**src/rtl/aes_round_ctrl_if.sv**
```systemverilog
// Handshake and control bundle between the AES round sequencer and its
// surroundings (block input/output handshake, key schedule, round datapath).
interface aes_round_ctrl_if;
  logic       in_valid;
  logic       in_ready;
  logic       rk_valid;
  logic [3:0] rk_idx;
  logic       sb_en;
  logic       sr_en;
  logic       mc_en;
  logic       ark_en;
  logic       state_sel;
  logic [3:0] round;
  logic       busy;
  logic       out_valid;
  logic       out_ready;

  // Sequencer side: drives enables, selects and round index.
  modport master (
    input  in_valid, rk_valid, out_ready,
    output in_ready, rk_idx, sb_en, sr_en, mc_en, ark_en,
           state_sel, round, busy, out_valid
  );

  // Datapath / environment side.
  modport slave (
    output in_valid, rk_valid, out_ready,
    input  in_ready, rk_idx, sb_en, sr_en, mc_en, ark_en,
           state_sel, round, busy, out_valid
  );
endinterface

```
**src/rtl/aes_round_ctrl.sv**
```systemverilog
// AES-128 round sequencer. Walks one block through the initial key add and
// NR rounds of SubBytes/ShiftRows/MixColumns/AddRoundKey, issuing a one-cycle
// start pulse per stage and holding each stage for its register latency.
// Key-add stages wait for the key schedule (rk_valid) before starting.
module aes_round_ctrl #(
  parameter int NR      = 10,
  parameter int SB_LAT  = 1,
  parameter int SR_LAT  = 2,
  parameter int MC_LAT  = 1,
  parameter int ARK_LAT = 1
) (
  input  logic             clk,
  input  logic             reset,
  aes_round_ctrl_if.master bus
);

  localparam int MAX_A   = (SB_LAT > SR_LAT) ? SB_LAT : SR_LAT;
  localparam int MAX_B   = (MC_LAT > ARK_LAT) ? MC_LAT : ARK_LAT;
  localparam int MAX_LAT = (MAX_A > MAX_B) ? MAX_A : MAX_B;
  localparam int CNT_W   = $clog2(MAX_LAT) + 1;
  localparam logic [3:0] NR_L = 4'(NR);

  typedef enum logic [2:0] {
    IDLE, INIT_ARK, SUB, SHIFT, MIX, ARK, DONE
  } state_t;

  state_t             state_q, state_d, nxt;
  logic [3:0]         round_q, round_d;
  logic [CNT_W-1:0]   cnt_q, cnt_d;
  logic [CNT_W-1:0]   lat_cur;
  logic               key_stage;
  logic               active;
  logic               start;

  // Occupancy of each stage state in cycles; zero for the non-stage states.
  function automatic logic [CNT_W-1:0] lat_of(input state_t s);
    case (s)
      INIT_ARK: lat_of = CNT_W'(ARK_LAT);
      SUB:      lat_of = CNT_W'(SB_LAT);
      SHIFT:    lat_of = CNT_W'(SR_LAT);
      MIX:      lat_of = CNT_W'(MC_LAT);
      ARK:      lat_of = CNT_W'(ARK_LAT);
      default:  lat_of = '0;
    endcase
  endfunction

  // State, round and latency counter registers; abandon any block on reset.
  always_ff @(posedge clk or posedge reset) begin
    if (reset) begin
      state_q <= IDLE;
      round_q <= '0;
      cnt_q   <= '0;
    end else begin
      state_q <= state_d;
      round_q <= round_d;
      cnt_q   <= cnt_d;
    end
  end

  // Next-state logic. cnt_q is loaded with the stage latency on entry, so
  // cnt_q == latency means the stage has not started yet (key stalls freeze
  // it there); it then counts down and the stage exits when it reaches 1.
  always_comb begin
    state_d   = state_q;
    round_d   = round_q;
    cnt_d     = cnt_q;
    nxt       = state_q;
    start     = 1'b0;
    active    = 1'b0;
    lat_cur   = lat_of(state_q);
    key_stage = (state_q == INIT_ARK) || (state_q == ARK);

    case (state_q)
      IDLE: begin
        if (bus.in_valid) begin
          state_d = INIT_ARK;
          round_d = '0;
          cnt_d   = lat_of(INIT_ARK);
        end
      end
      DONE: begin
        if (bus.out_ready) begin
          state_d = IDLE;
          round_d = '0;
        end
      end
      default: begin
        active = 1'b1;
        if (cnt_q == lat_cur) begin
          if (key_stage && !bus.rk_valid) begin
            active = 1'b0;
          end else begin
            start = 1'b1;
          end
        end
        if (active) begin
          if (cnt_q == CNT_W'(1)) begin
            case (state_q)
              INIT_ARK: begin
                nxt     = SUB;
                round_d = 4'd1;
              end
              SUB:   nxt = SHIFT;
              SHIFT: nxt = (round_q < NR_L) ? MIX : ARK;
              MIX:   nxt = ARK;
              default: begin
                if (round_q < NR_L) begin
                  nxt     = SUB;
                  round_d = round_q + 4'd1;
                end else begin
                  nxt = DONE;
                end
              end
            endcase
            state_d = nxt;
            cnt_d   = lat_of(nxt);
          end else begin
            cnt_d = cnt_q - CNT_W'(1);
          end
        end
      end
    endcase
  end

  // Outputs decoded from registered state; ark_en additionally gates on
  // rk_valid so a key arriving this cycle starts the key add this cycle.
  assign bus.in_ready  = (state_q == IDLE);
  assign bus.out_valid = (state_q == DONE);
  assign bus.busy      = (state_q != IDLE) && (state_q != DONE);
  assign bus.state_sel = (state_q != INIT_ARK);
  assign bus.round     = round_q;
  assign bus.rk_idx    = round_q;
  assign bus.sb_en     = start && (state_q == SUB);
  assign bus.sr_en     = start && (state_q == SHIFT);
  assign bus.mc_en     = start && (state_q == MIX);
  assign bus.ark_en    = start && key_stage;

endmodule

```
**src/flat_wrapper.sv**
```systemverilog
// flat-port wrapper written by rule: the top's interface ports become plain ports
module aes_round_ctrl_flat 
#(
  parameter int NR      = 10,
  parameter int SB_LAT  = 1,
  parameter int SR_LAT  = 2,
  parameter int MC_LAT  = 1,
  parameter int ARK_LAT = 1
)
  (clk, reset, bus_in_valid, bus_rk_valid, bus_out_ready, bus_in_ready, bus_rk_idx, bus_sb_en, bus_sr_en, bus_mc_en, bus_ark_en, bus_state_sel, bus_round, bus_busy, bus_out_valid);
  aes_round_ctrl_if bus_i ();
  input  logic clk;
  input  logic reset;
  input wire logic [$bits(bus_i.in_valid)-1:0] bus_in_valid;
  input wire logic [$bits(bus_i.rk_valid)-1:0] bus_rk_valid;
  input wire logic [$bits(bus_i.out_ready)-1:0] bus_out_ready;
  output wire logic [$bits(bus_i.in_ready)-1:0] bus_in_ready;
  output wire logic [$bits(bus_i.rk_idx)-1:0] bus_rk_idx;
  output wire logic [$bits(bus_i.sb_en)-1:0] bus_sb_en;
  output wire logic [$bits(bus_i.sr_en)-1:0] bus_sr_en;
  output wire logic [$bits(bus_i.mc_en)-1:0] bus_mc_en;
  output wire logic [$bits(bus_i.ark_en)-1:0] bus_ark_en;
  output wire logic [$bits(bus_i.state_sel)-1:0] bus_state_sel;
  output wire logic [$bits(bus_i.round)-1:0] bus_round;
  output wire logic [$bits(bus_i.busy)-1:0] bus_busy;
  output wire logic [$bits(bus_i.out_valid)-1:0] bus_out_valid;
  assign bus_i.in_valid = bus_in_valid;
  assign bus_i.rk_valid = bus_rk_valid;
  assign bus_i.out_ready = bus_out_ready;
  assign bus_in_ready = bus_i.in_ready;
  assign bus_rk_idx = bus_i.rk_idx;
  assign bus_sb_en = bus_i.sb_en;
  assign bus_sr_en = bus_i.sr_en;
  assign bus_mc_en = bus_i.mc_en;
  assign bus_ark_en = bus_i.ark_en;
  assign bus_state_sel = bus_i.state_sel;
  assign bus_round = bus_i.round;
  assign bus_busy = bus_i.busy;
  assign bus_out_valid = bus_i.out_valid;
  aes_round_ctrl #(.NR(NR), .SB_LAT(SB_LAT), .SR_LAT(SR_LAT), .MC_LAT(MC_LAT), .ARK_LAT(ARK_LAT)) u_core (.clk(clk), .reset(reset), .bus(bus_i));
endmodule
```
**config.mk**
```make
export PLATFORM = sky130hd
export DESIGN_NAME = aes_round_ctrl_flat
export DESIGN_NICKNAME = d
export VERILOG_FILES = /design/src/rtl/aes_round_ctrl_if.sv /design/src/rtl/aes_round_ctrl.sv /design/src/flat_wrapper.sv
export SDC_FILE = /design/constraint.sdc
export NUM_CORES = 1
export LEC_CHECK = 0
export CAP_MARGIN = 30
export CORE_MARGIN = 4
export CORE_UTILIZATION = 48
export CTS_BUF_LIST = sky130_fd_sc_hd__clkbuf_8
export CTS_CLUSTER_SIZE = 14
export DETAILED_ROUTE_END_ITERATION = 16
export GPL_ROUTABILITY_DRIVEN = 0
export HOLD_SLACK_MARGIN = 0.03
export PLACE_DENSITY = 0.85
export RECOVER_POWER = 100
export SYNTH_ARGS = -nofsm -noshare
export SYNTH_HDL_FRONTEND = slang
export SYNTH_SLANG_ARGS = --single-unit
```
**constraint.sdc**
```tcl
create_clock -name clk -period 2 [get_ports clk]
set_input_delay 0.5 -clock clk [delete_from_list [all_inputs] [get_ports clk]]
set_output_delay 0.5 -clock clk [all_outputs]
set_load 0.01 [all_outputs]
```
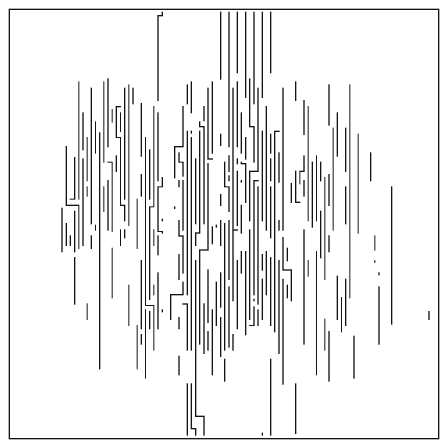
Fig. 1. M2 wires.
The wires run mostly vertical. 109 nets have wire on it. The longest straight run is 26.0 um.

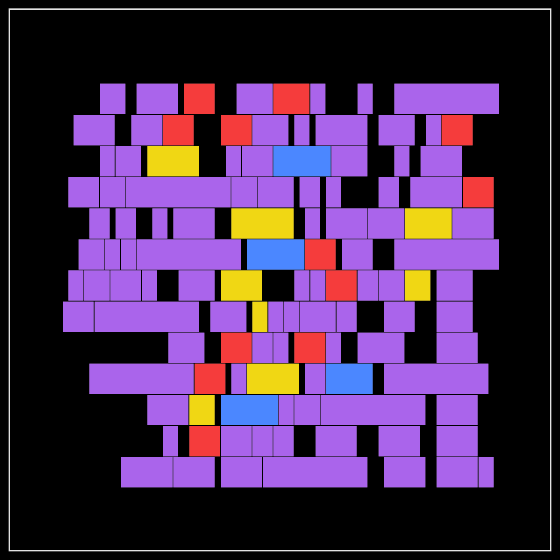
Fig. 2. Sizing map.
Red marks x3 and x4, cells 12, share 10%, most used buf_4. Purple marks x1 and smaller, cells 91, share 79%, most used nand2_1. Blue marks x6 and larger, cells 4, share 3.5%, most used clkbuf_8. Yellow marks x2, cells 8, share 7.0%, most used a211oi_2.
synth-to-layout area growth: 39.5%
post-route cell area: 1030 um^2

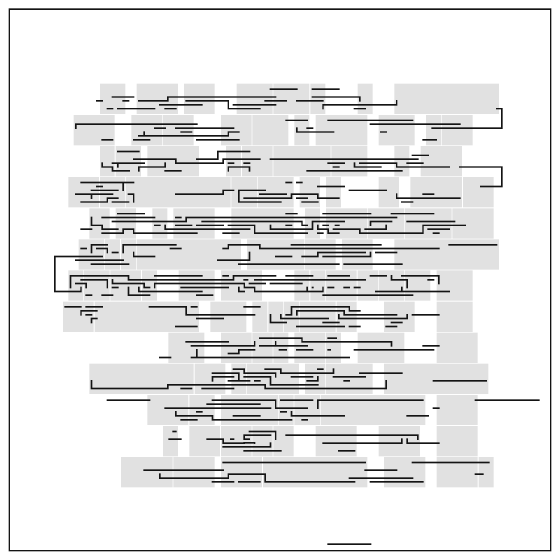
Fig. 3. Metal 1.
The layer carries 939 um of wire. The wires run mostly horizontal. The layer holds 41% of the routed length. The longest straight run is 18.4 um.
met1 Usage GRT: 28.4%
Routed Wire Length: 2300 um
via count: 795

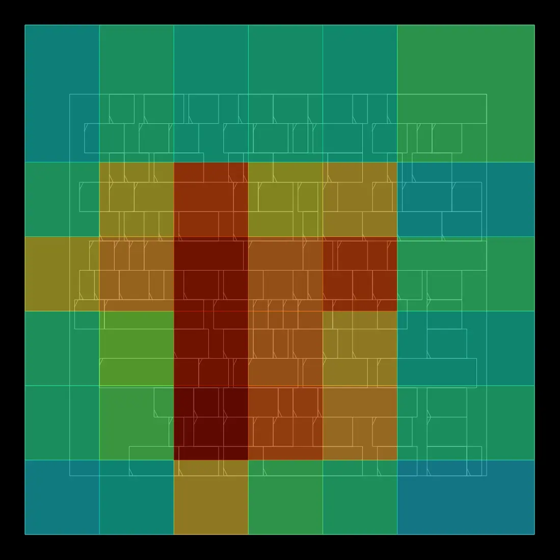
Fig. 4. Congestion heat map.
Layout Utilization: 75.4%
Total Routing Usage GR: 23.2%
DR WL/cell: 17.7 um
met2 Resource Use GR: 40.1%

==> Slide: Implementation Results <==
Run Summary

Synth
  – Sequential share of the synthesized area: 30.5%
  – Mux area share: 7.63%
  – Synth unique cells: 40
  – Cell taking the most area after synthesis: dfrtp_1
  – Yosys stat area: 738 um^2
  – YS warnings: 0
  – Post-Syn Area: about 740 um^2
  – Main logic family: simple AND/OR/NAND/NOR gates
  – Ys cells: slightly below 90
  – Commonest flop: dfrtp_1
  – And+or+nand+nor area frac: 24.4%

Clock tree
  – Clk slew on worst S/H paths: 0.05 ns
  – Insertion Delay late pin: ~0.24 ns
  – Clock Path Buffers: 2
  – Post-CTS Setup Bufs: 0
  – TritonCTS Buffers: 3

Status
  – Status: finished, final reports clean

Timing
  – Skew final: about 0.0083 ns
  – Worst-Margin Slew: 0.375 ns
  – Final hold violation count: 0
  – Final Max-Slew Violation Tally: 0
  – Post-route setup slack: between 0.04 and 0.05 ns
  – Slew HR: 75.0%
  – Cycle use final: ~98%
  – Tmin final: 1.96 ns
  – Peak Freq: 511 MHz

Min path
  – Hold Path Depth: 2
  – Worst Hold Class: flip-flop to flip-flop

Power
  – Power per cell area: 1720 nW/um^2
  – Peak supply drop: 1.01 mV

Layout
  – Non-Filler Instances: 130
  – Final Net Count: 123
  – ANT cells: 0

Floorplan
  – Number of cell rows: 13
  – # IOs: 21
  – Floorplan Utilization: 54.0%
  – Die Width: 47.2 um
  – Area of the die: 2230 um^2

Job
  – MaxCap Viol Count: 0
  – Number of logged tool warnings: 26

Setup path
  – Worst path buffer plus inverter count: 1
  – R2r endpoint: u_core.bus.rk_idx[0]
  – CP peak stage delay: 0.40 ns
  – Endpoint class of the critical path: output port

Route
  – First-pass DRT Iterations: 4

Place
  – IO Port Bufs: 20
  – Inst Count DP: 126

Global route
  – Largest net degree at the start of global routing: 16
-- worst register-to-register path, stage by stage, from the launching register on --
cell,delay [ns]
dfrtp_1,0.37
inv_1,0.09
ha_1,0.35
inv_2,0.09
o31a_2,0.39
nor2_2,0.16
mux2_1,0.34
-- cells in the final DEF, fill, tap and decap left out, types with 2 or more instances in the layout --
master / Yosys / final
clkbuf_1: 1 / 2
nor2_1: 7 / 7
nor3_1: 4 / 4
o21ai_0: 3 / 3
dfrtp_1: 9 / 9
clkbuf_8: 0 / 3
a211oi_2: 1 / 2
buf_4: 4 / 11
clkdlybuf4s50_1: 0 / 2
o31ai_1: 2 / 2
a21boi_0: 2 / 2
ha_1: 2 / 2
inv_1: 4 / 5
o22ai_1: 2 / 2
dlygate4sd3_1: 0 / 9
nand2_1: 10 / 10
a31oi_1: 2 / 2
mux2i_1: 3 / 3
nor3b_1: 2 / 2
a21oi_1: 2 / 2
dlygate4sd2_1: 0 / 7
-- logic make-up (layout without fill, tap and decap cells) --
kind of cell | Yosys count | count (layout)
fa+ha+maj | 2 | 2
simple gates | 34 | 34
mux | 5 | 5
compound gates | 23 | 23
buf+inv | 14 | 42
flops | 9 | 9
-- power by group --
group	switching, mW	leakage [nW]	internal (mW)
Combinational	0.612	0.370	0.560
Sequential	0.119	0.112	0.266
Clock	0.0849	0.0269	0.135
Total	0.816	0.509	0.961
-- flip-flops by register name (all words and copies together), names as in the netlist --
| name | cells |
|---|---|
| u_core.bus.rk_idx | 4 |
| u_core.state_q | 3 |
| u_core.cnt_q | 2 |
-- metal layers --
layer  wire length [um]  up-vias  GRT usage, %
met2               1160       42          40.1
met4                 52        0          8.29
li1                   -      370             -
met1                939      376          28.4
met5                  0        -             0
met3                155        7          4.60
-- how the worst max path moves through the flow --
| stage | startpoint | to | slack, ns | cells after the start |
|---|---|---|---|---|
| after floorplan | u_core.cnt_q[1] | u_core.bus.rk_idx[2] | 0.26 | 7 |
| after global placement | bus_rk_valid | bus_ark_en | -0.21 | 4 |
| after detailed placement | bus_rk_valid | bus_ark_en | -0.26 | 4 |
| after CTS | u_core.state_q[1] | bus_busy | 0.009 | 3 |
| after global routing | u_core.cnt_q[1] | u_core.bus.rk_idx[2] | 0.02 | 6 |
| final | u_core.state_q[2] | bus_sb_en | 0.04 | 3 |
-- stage by stage --
step | hold WS (ns) | power (mW) | utilization, % | instance area [um^2]
finish | 0.569 | 1.78 | 75.4 | 1030
global route | 0.606 | 1.91 | 75.4 | 1030
CTS | 0.544 | 1.81 | 76.5 | 1040
detailed placement | 0.568 | 1.58 | 73.3 | 1000
global placement | 0.554 | 1.53 | 73.3 | 1000
floorplan | 0.328 | 1.12 | - | 738
-- area by class of cell --
| type | count | area [um^2] |
|---|---|---|
| clock inverter | 1 | 3.75 |
| fill | 108 | 337 |
| sequential | 9 | 225 |
| inverter | 5 | 18.8 |
| multi-input combinational | 64 | 437 |
| tap | 15 | 18.8 |
| clock buffer | 3 | 41.3 |
| timing repair buffer | 33 | 285 |
-- repair_timing --
item | in CTS | in global routing
resized | 10 | 7
endpoints found under the setup margin | 8 | 6
cloned | 0 | 0
hold endpoints to repair | 0 | 0
Power figures rest on the tool's default switching activity, not on a simulated workload.
